`src/rtl/spu_exec.sv`:
```
// Single-issue execute/writeback sequencer in front of the SPU register file.
// Reads two operands, runs the ALU (iterative shift-add multiply), writes one result.
module spu_exec #(
    parameter int unsigned ADDR  = 4,
    parameter int unsigned WIDTH = 16
) (
    input  logic             clk,
    input  logic             rst,
    input  logic             instr_valid,
    output logic             instr_ready,
    input  logic [2:0]       instr_op,
    input  logic [ADDR-1:0]  instr_rd,
    input  logic [ADDR-1:0]  instr_rs1,
    input  logic [ADDR-1:0]  instr_rs2,
    output logic             r1_en,
    output logic [ADDR-1:0]  r1_addr,
    input  logic [WIDTH-1:0] r1_data,
    output logic             r2_en,
    output logic [ADDR-1:0]  r2_addr,
    input  logic [WIDTH-1:0] r2_data,
    output logic             w_en,
    output logic [ADDR-1:0]  w_addr,
    output logic [WIDTH-1:0] w_data,
    output logic             busy,
    output logic             flag_z,
    output logic             flag_c
);

    localparam int unsigned CW = (WIDTH > 1) ? $clog2(WIDTH) : 1;

    localparam logic [2:0] OP_ADD = 3'd0;
    localparam logic [2:0] OP_SUB = 3'd1;
    localparam logic [2:0] OP_AND = 3'd2;
    localparam logic [2:0] OP_OR  = 3'd3;
    localparam logic [2:0] OP_XOR = 3'd4;
    localparam logic [2:0] OP_SHL = 3'd5;
    localparam logic [2:0] OP_MUL = 3'd6;

    typedef enum logic [2:0] {IDLE, READ, EXEC, MUL, WB} state_t;

    state_t           state, state_d;
    logic [2:0]       op;
    logic [ADDR-1:0]  rd, rs1, rs2;
    logic [WIDTH-1:0] opa, opb, acc, res;
    logic [CW-1:0]    cnt;
    logic [WIDTH-1:0] alu_res, acc_step;
    logic             alu_c;
    logic [WIDTH:0]   sum;
    logic             mul_last;

    assign r1_addr = rs1;
    assign r2_addr = rs2;
    assign w_data  = res;

    assign mul_last = (cnt == CW'(WIDTH - 1));

    // Next-state decode
    always_comb begin
        state_d = state;
        case (state)
            IDLE:    if (instr_valid) state_d = READ;
            READ:    state_d = (op == OP_MUL) ? MUL : EXEC;
            EXEC:    state_d = WB;
            MUL:     if (mul_last) state_d = WB;
            WB:      state_d = IDLE;
            default: state_d = IDLE;
        endcase
    end

    // Single-cycle ALU plus one shift-add multiply step
    always_comb begin
        sum      = {1'b0, opa} + {1'b0, opb};
        alu_res  = '0;
        alu_c    = 1'b0;
        acc_step = acc + (opb[0] ? opa : '0);
        case (op)
            OP_ADD: begin alu_res = sum[WIDTH-1:0]; alu_c = sum[WIDTH]; end
            OP_SUB: begin alu_res = opa - opb; alu_c = (opa < opb); end
            OP_AND: alu_res = opa & opb;
            OP_OR:  alu_res = opa | opb;
            OP_XOR: alu_res = opa ^ opb;
            OP_SHL: alu_res = opa << opb[3:0];
            default: alu_res = opa;
        endcase
    end

    always_ff @(posedge clk or negedge rst) begin
        if (!rst) state <= IDLE;
        else      state <= state_d;
    end

    // Handshake/port strobes registered from the next state
    always_ff @(posedge clk or negedge rst) begin
        if (!rst) begin
            instr_ready <= 1'b1;
            busy        <= 1'b0;
            r1_en       <= 1'b0;
            r2_en       <= 1'b0;
            w_en        <= 1'b0;
        end else begin
            instr_ready <= (state_d == IDLE);
            busy        <= (state_d != IDLE);
            r1_en       <= (state_d == READ);
            r2_en       <= (state_d == READ);
            w_en        <= (state_d == WB);
        end
    end

    // Datapath; in MUL, opa/opb double as multiplicand/multiplier shifters
    always_ff @(posedge clk or negedge rst) begin
        if (!rst) begin
            op     <= '0;
            rd     <= '0;
            rs1    <= '0;
            rs2    <= '0;
            opa    <= '0;
            opb    <= '0;
            acc    <= '0;
            res    <= '0;
            cnt    <= '0;
            w_addr <= '0;
            flag_z <= 1'b0;
            flag_c <= 1'b0;
        end else begin
            case (state)
                IDLE: if (instr_valid) begin
                    op  <= instr_op;
                    rd  <= instr_rd;
                    rs1 <= instr_rs1;
                    rs2 <= instr_rs2;
                end
                READ: begin
                    opa <= r1_data;
                    opb <= r2_data;
                    acc <= '0;
                    cnt <= '0;
                end
                EXEC: begin
                    res    <= alu_res;
                    flag_z <= (alu_res == '0);
                    flag_c <= alu_c;
                    w_addr <= rd;
                end
                MUL: begin
                    acc <= acc_step;
                    opa <= opa << 1;
                    opb <= opb >> 1;
                    cnt <= cnt + CW'(1);
                    if (mul_last) begin
                        res    <= acc_step;
                        flag_z <= (acc_step == '0);
                        flag_c <= 1'b0;
                        w_addr <= rd;
                    end
                end
                default: ;
            endcase
        end
    end

endmodule

```
`config.mk`:
```
export PLATFORM = sky130hd
export DESIGN_NAME = spu_exec
export DESIGN_NICKNAME = d
export VERILOG_FILES = /design/src/rtl/spu_exec.sv
export SDC_FILE = /design/constraint.sdc
export NUM_CORES = 1
export LEC_CHECK = 0
export CORE_MARGIN = 4
export CORE_UTILIZATION = 30
export CTS_BUF_LIST = sky130_fd_sc_hd__clkbuf_4
export DETAILED_ROUTE_END_ITERATION = 10
export PLACE_DENSITY = 0.47
export SLEW_MARGIN = 10
export SYNTH_ARGS = -nofsm -noshare
export SYNTH_HDL_FRONTEND = slang
export SYNTH_SLANG_ARGS = --single-unit
```
`constraint.sdc`:
```
create_clock -name clk -period 9.4 [get_ports clk]
set_clock_uncertainty 0.05 [all_clocks]
set_input_delay 1.41 -clock clk [delete_from_list [all_inputs] [get_ports clk]]
set_output_delay 1.41 -clock clk [all_outputs]
set_load 0.02 [all_outputs]
```
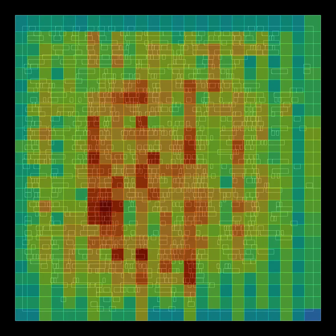
run_1/final_congestion.png
highest-utilization routing layer at the global route stage: met2
met1 Usage GRT: 27.2%
final standard cell utilization of the core: 35.5%
post-detailed-route wirelength per cell: 20.6 um

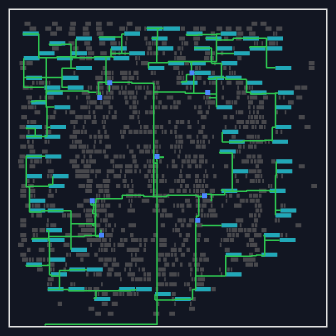
run_1/clock_map.png
clock wires: shown in green, length 1710 um. cells driving clock nets: shown in blue, count 9. flip-flops: shown in cyan, count 96.
Position of the flops: spread over the die. There are 10 routed clock nets.
clock network fraction of design power: 6.2%
clock-net power: 0.247 mW

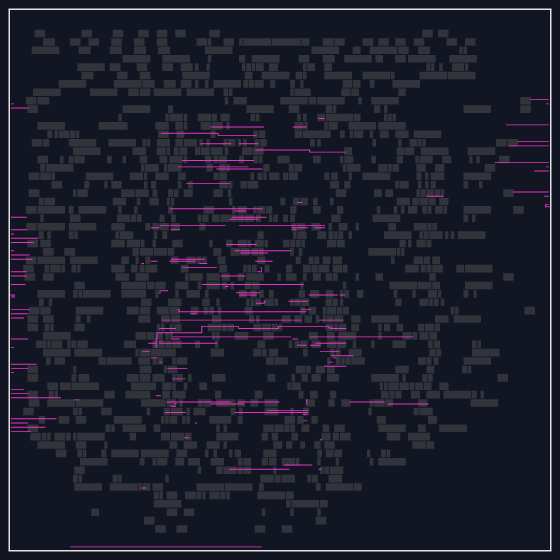
run_1/met3.png
Cells faint in the background.
110 nets have wire on it. The layer holds 4.2% of the routed length. The layer carries 1230 um of wire. The longest straight run is 61.9 um. The wires run mostly horizontal.
overall via count from detail_route: 7640
met3 Track Usage GR: 2.25%
wire length reported by the detailed router: 29.3 mm

[run 1: kinds of logic (layout without fill, tap and decap cells)]
kind of cell	count (synthesis)	after routing	synth area share, %
and+or+nand+nor	317	317	18.2
xor gates and xnor gates	20	20	2.10
buffers and inverters	119	171	5.75
adders and majority gates	71	71	10.9
AOI/OAI and AO/OA	295	295	24.1
DFF	96	96	28.8
muxes	74	74	10.2
other	0	1	0
[run 1: layout make-up]
cell class | count | area (sq um) | share of cell area (%)
multi-input combinational | 777 | 5480 | 56.8
sequential | 96 | 2400 | 24.9
timing repair buffer | 98 | 943 | 9.77
tap | 372 | 465 | 4.82
inverter | 57 | 214 | 2.22
clock inverter | 7 | 72.6 | 0.752
clock buffer | 9 | 67.6 | 0.700
antenna | 1 | 2.50 | 0.0259
[run 1: layout by cell type (no fill, tap or decap), types with 10 or more instances in the layout]
cell             Yosys  routed
dfrtp_1             95      94
nor2b_1             17      17
nand2b_1            16      15
nand3_1             10      10
nand2_1            125     125
o21a_1              11      11
mux2_2              22      22
nor3_1              19      19
nor4_1              13      13
a21oi_1             50      50
clkdlybuf4s50_1      0      83
xnor2_1             15      15
o221ai_1            10      10
a31oi_1             10      10
nor2_1              68      68
ha_1                68      68
buf_4                1      15
mux2i_1             45      45
inv_1               52      52
o211ai_1            17      17
a21o_1              17      17
o21ai_0             80      80
a211oi_1            15      15
[run 1: worst register-to-register path: stages, from the launching register on]
cell	delay (ns)
dfrtp_1	0.81
clkinv_1	0.55
fa_1	0.61
nor3b_1	0.19
o311a_1	0.34
o32ai_1	0.27
nand4_1	0.18
nor4_1	0.40
o2111ai_1	0.23
or3_1	0.34
or4b_1	0.54
o31ai_2	0.18
[run 1: where the power goes]
part,internal (mW),switching (mW)
clock network,0.0620,0.185
registers,0.601,0.234
logic,1.12,1.79
==> results.json, run 1 <==
{
  "status": "finished clean",
  "detail_route.vias_per_cell": 5.39,
  "total_count_of_max_transition_violations_in_the_final_report": 0,
  "synth-cells-yosys": 992,
  "stage_log_warnings": 62,
  "detail_route.wirelength.met1_mm": 14.2,
  "hp-start": "rd[3]$_DFFE_PN0P_",
  "detail-route-antenna-nets": 0,
  "timing.hold.ws_ns": 0.441,
  "io_buffers": 84,
  "critical_path.n_buffers_inverters": 1,
  "ys_chip_area_sq_um": 8360,
  "netlist.top_cell.by_area": "dfrtp_1",
  "synthesis.area_sq_um": 8360,
  "number_of_core_rows": 60,
  "dieHeight_um": 175,
  "grt_start_max_net_pins": 91,
  "cts_inserted_buffers": 9,
  "cellLeakagePower_nw": 4.11,
  "synth.net_count": 1113,
  "globalRoute.totalOverflow": 0,
  "place_congestion": 0.906,
  "r2r-start": "opb[1]$_DFFE_PN0P_",
  "post_route_cells_drive_above_1_share_pct": 7.85,
  "syn2layout_area_growth_pct": 15.5,
  "worst_path_max_delay_cell": "dfrtp_1",
  "clk_transition_reported_paths_ns": 0.19,
  "postCtsSetupBuffers": 0,
  "worst_ep_arrival_time_ns": 5.16,
  "ff2ff_path_depth": 11,
  "nets": 1160,
  "powerDensity_nw_per_um2": 414,
  "critical_path_source": "opb[1]$_DFFE_PN0P_",
  "worst-endpoint-required_ns": 9.80,
  "num-fill-cells": 2924,
  "placedInstanceArea_sq_um": 9510,
  "worstMarginPinSlew_ns": 1.18,
  "drt-pass1-iter-count": 7,
  "boundaryPins": 85,
  "max_slew_margin_pct": 20.0,
  "final.period_utilization_pct": 50.6,
  "max_clock_freq_ghz": 0.210,
  "synth.top_cells.by_area": "dfrtp_1 28%, ha_1 10%, nand2_1 5.6%"
}
--- run 2 (diff from run 1) ---
- clock period: 9.4 -> 5 ns (I/O delays scaled with it)
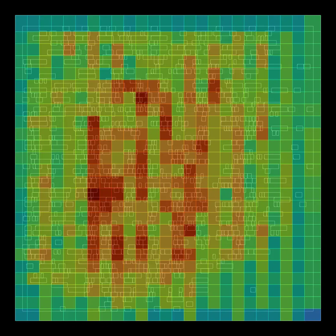
run_2/final_congestion.png
Tot GR Track Use: 19.4%
final standard cell utilization of the core: 35.8%
met1 Usage GRT: 26.8%

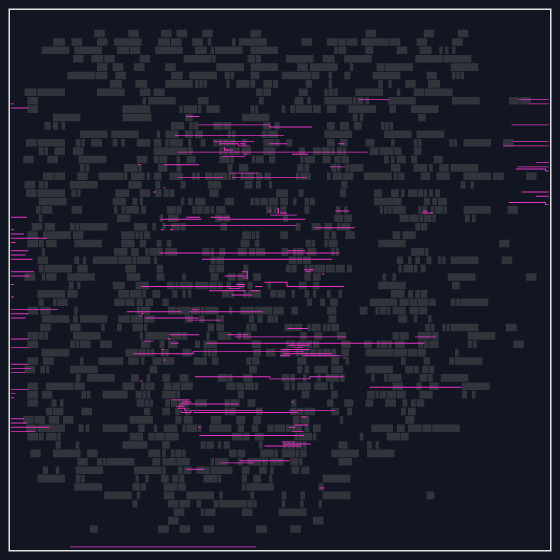
run_2/met3.png
Cells faint in the background.
The wires run mostly horizontal. 113 nets have wire on it. The longest straight run is 70.4 um. The layer carries 1510 um of wire. The layer holds 5.0% of the routed length.
overall via count from detail_route: 7795
met3 Track Usage GR: 3.14%
wire length reported by the detailed router: 30.1 mm

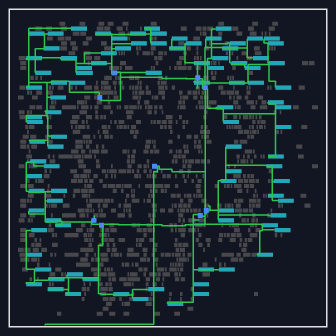
run_2/clock_map.png
flip-flops: shown in cyan, count 96. cells driving clock nets: shown in blue, count 9. clock wires: shown in green, length 1720 um.
There are 10 routed clock nets.
clock-net power: 0.488 mW
clock network latency to the later pin of the worst-skew pair: 0.51 ns
clock network fraction of design power: 6.4%

==> results.json, run 2 <==
{
  "status": "finished clean",
  "postCtsSetupBuffers": 0,
  "post_synth_xor_area_fraction_pct": 2.10,
  "synth-compound-area-share_pct": 24.1,
  "globalRoute.totalOverflow": 0,
  "final.period_utilization_pct": 82.0,
  "simple_gate_area_share_pct": 18.2,
  "placedInstanceArea_sq_um": 9580,
  "critical_path.n_buffers_inverters": 1,
  "ys_top_logic_family": "AND-OR/OR-AND gates",
  "worst-endpoint-required_ns": 5.39,
  "synth-cells-yosys": 992,
  "synthesis.area_sq_um": 8360,
  "layout_top_cell": "nand2_1",
  "adder_share_pct": 10.9,
  "layout.area.comb_sq_um": 5480,
  "share_of_synthesized_area_spent_on_multiplexers_pct": 10.2,
  "detail_route.wl_per_cell_um": 21.1,
  "r2r-start": "opa[4]$_DFFE_PN0P_",
  "max_slew_margin_pct": 20.7
}
run 2: cell counts after synthesis:
Identical to the previous run, type by type.
run 2: through the flow:
stage | std cells | utilization (%) | setup slack (ns)
global route | 1427 | 35.8 | 0.702
floorplan | 992 | - | 1.37
finish | 1427 | 35.8 | 0.901
detailed placement | 1410 | 35.3 | 0.960
CTS | 1426 | 35.8 | 0.906
global placement | 1410 | 35.3 | 0.950
run 2: cell families after synthesis:
kind of cell	Yosys count
fa+ha+maj	71
mux	74
buf+inv	119
simple gates	317
flops	96
xor+xnor	20
compound gates	295
run 2: per-layer routing:
layer,vias to the layer above,share of wire (%)
met5,-,0
met2,221,47
met4,0,2.3
met3,34,5.0
li1,3720,-
met1,3820,46
run 2: final cells by class:
class	count	share of cell area, %
Multi-Input combinational cell	777	56.3
Sequential cell	96	24.7
Timing Repair Buffer	108	10.5
Tap cell	372	4.78
Inverter	57	2.20
Clock buffer	10	0.771
Clock inverter	6	0.771
Antenna cell	1	0.0257
run 2: where the power goes:
part	total (mW)	switching [mW]	internal (mW)	leakage (nW)
logic	5.57	3.41	2.17	2.88
registers	1.58	0.446	1.13	1.20
clock network	0.488	0.322	0.166	0.0795
total	7.64	4.18	3.46	4.16
--- run 3 (diff from run 2) ---
- clock period: 5 -> 4 ns (I/O delays scaled with it)
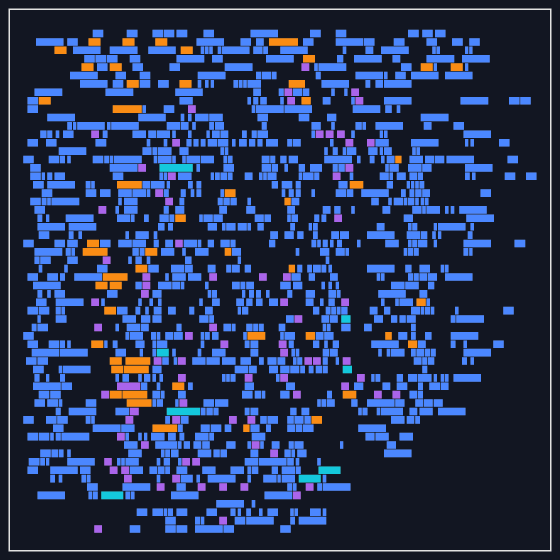
run_3/drive_strength.png
drive 3 to 4: shown in purple, cells 79, share 7.2%, most used buf_4. drive 6 and up: shown in cyan, cells 8, share 0.73%, most used buf_12. drive 2: shown in orange, cells 51, share 4.6%, most used mux2_2. drive 1 or less: shown in blue, cells 961, share 87%, most used nand2_1.
non-clock buffer total of the final layout: 153
Synth-to-Final Area Change: 21.3%
post-route cell area: 10100 sq um

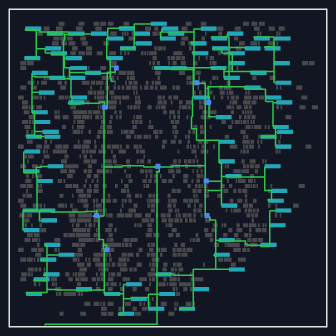
run_3/clock_map.png
flip-flops: shown in cyan, count 96. clock wires: shown in green, length 1760 um. cells driving clock nets: shown in blue, count 9.
There are 10 routed clock nets. Position of the flops: spread over the die.
clock network fraction of design power: 6.6%
clock-net power: 0.673 mW

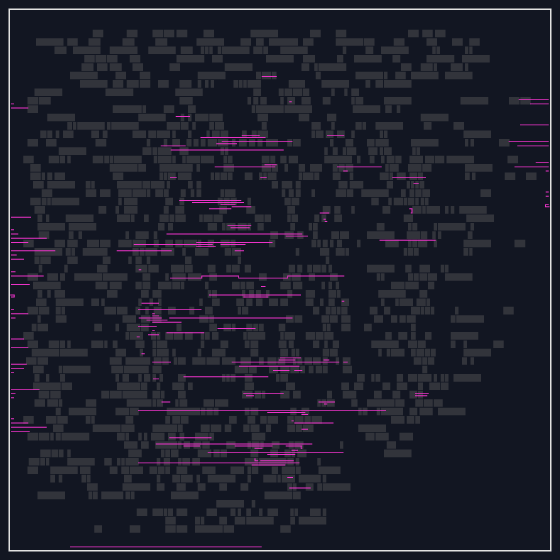
run_3/met3.png
Cells faint in the background.
The wires run mostly horizontal. The layer holds 4.4% of the routed length.
met3 Track Usage GR: 2.06%
overall via count from detail_route: 7916
wire length reported by the detailed router: 30.7 mm

==> results.json, run 3 <==
{
  "finalNonFillerCells": 1472,
  "detail_route.wl_per_cell_um": 20.9,
  "worstSkewPairLatency_ns": 0.52,
  "clkbuf_count": 9,
  "grt_usage_pct": 20.0,
  "layout.area.comb_sq_um": 5490,
  "layout.buffer.nonclock.area_share_pct": 13.7,
  "design.seq.count": 96,
  "largest_cell_class": "multi-input combinational cells",
  "r2r-start": "opb[4]$_DFFE_PN0P_",
  "global_route.usage.met2_pct": 32.9,
  "placedCellCount": 1454,
  "synth-cells-yosys": 992,
  "layout_top_cell": "nand2_1",
  "place_worst_setup_slack_ns": 0.0953,
  "grt_use_met1_pct": 28.1,
  "synth.top_cells.by_area": "dfrtp_1 28%, ha_1 10%, nand2_1 5.6%",
  "well_tap_count": 372,
  "postLayoutSetupSlackWorst_ns": 0.283,
  "final-clk-cell-share_pct": 1.65,
  "globalRoute.totalOverflow": 0,
  "final.period_utilization_pct": 92.9,
  "comb.multi_input.count": 777,
  "synthesis.area_sq_um": 8360,
  "inserted_diodes": 1,
  "status": "finished clean",
  "clock-root-buffer": "clkbuf_4",
  "share_of_the_final_layout_cell_area_in_multi_input_gates_pct": 54.2,
  "sh_seq_area_pct": 23.7
}
## run 3: critical path, delay by kind of cell (launching register included)
family,cells,cell delay (ns)
flops,1,0.44
fa+ha+maj,1,0.48
buf+inv,1,0.08
compound gates,6,1.59
simple gates,3,1.01
## run 3: through the flow
step	hold slack [ns]	util, %	cell area (sq um)
after CTS	0.0492	37.2	10100
after detailed placement	0.405	36.6	9950
final	0.0370	37.3	10100
after global routing	0.0762	37.3	10100
after floorplan	0.254	-	8360
after global placement	0.398	36.6	9950
## run 3: metal layers
metal  part of all wire [%]  wire [um]
met5                      0          0
met4                    1.9        595
met3                    4.4       1350
met2                     46      14300
met1                     47      14500
## run 3: worst min-delay path by stage
stage	start	end	cells past startpoint
after global routing	rst	opb[1]$_DFFE_PN0P_	1
after floorplan	rst	acc[0]$_DFFE_PN0P_	0
after global placement	rd[3]$_DFFE_PN0P_	w_addr[3]$_DFFE_PN0P_	2
final	rst	opb[1]$_DFFE_PN0P_	1
after CTS	rst	opb[1]$_DFFE_PN0P_	1
after detailed placement	rd[3]$_DFFE_PN0P_	w_addr[3]$_DFFE_PN0P_	2
## run 3: cell families after synthesis
logic type / after synthesis / synth area share, %
buf+inv: 119 / 5.75
simple gates: 317 / 18.2
fa+ha+maj: 71 / 10.9
xor+xnor: 20 / 2.10
mux: 74 / 10.2
compound gates: 295 / 24.1
flops: 96 / 28.8
## run 3: timing repair
item | CTS | global route
setup buffers | 0 | 1
endpoints found under the setup margin | 0 | 1
gates resized | 0 | 3
## run 3: power by group
| part | internal, mW | switching, mW |
|---|---|---|
| Sequential | 1.41 | 0.406 |
| Clock | 0.260 | 0.413 |
| Combinational | 3.09 | 4.54 |
No activity file was given, so power comes from the tool's default toggle rates.
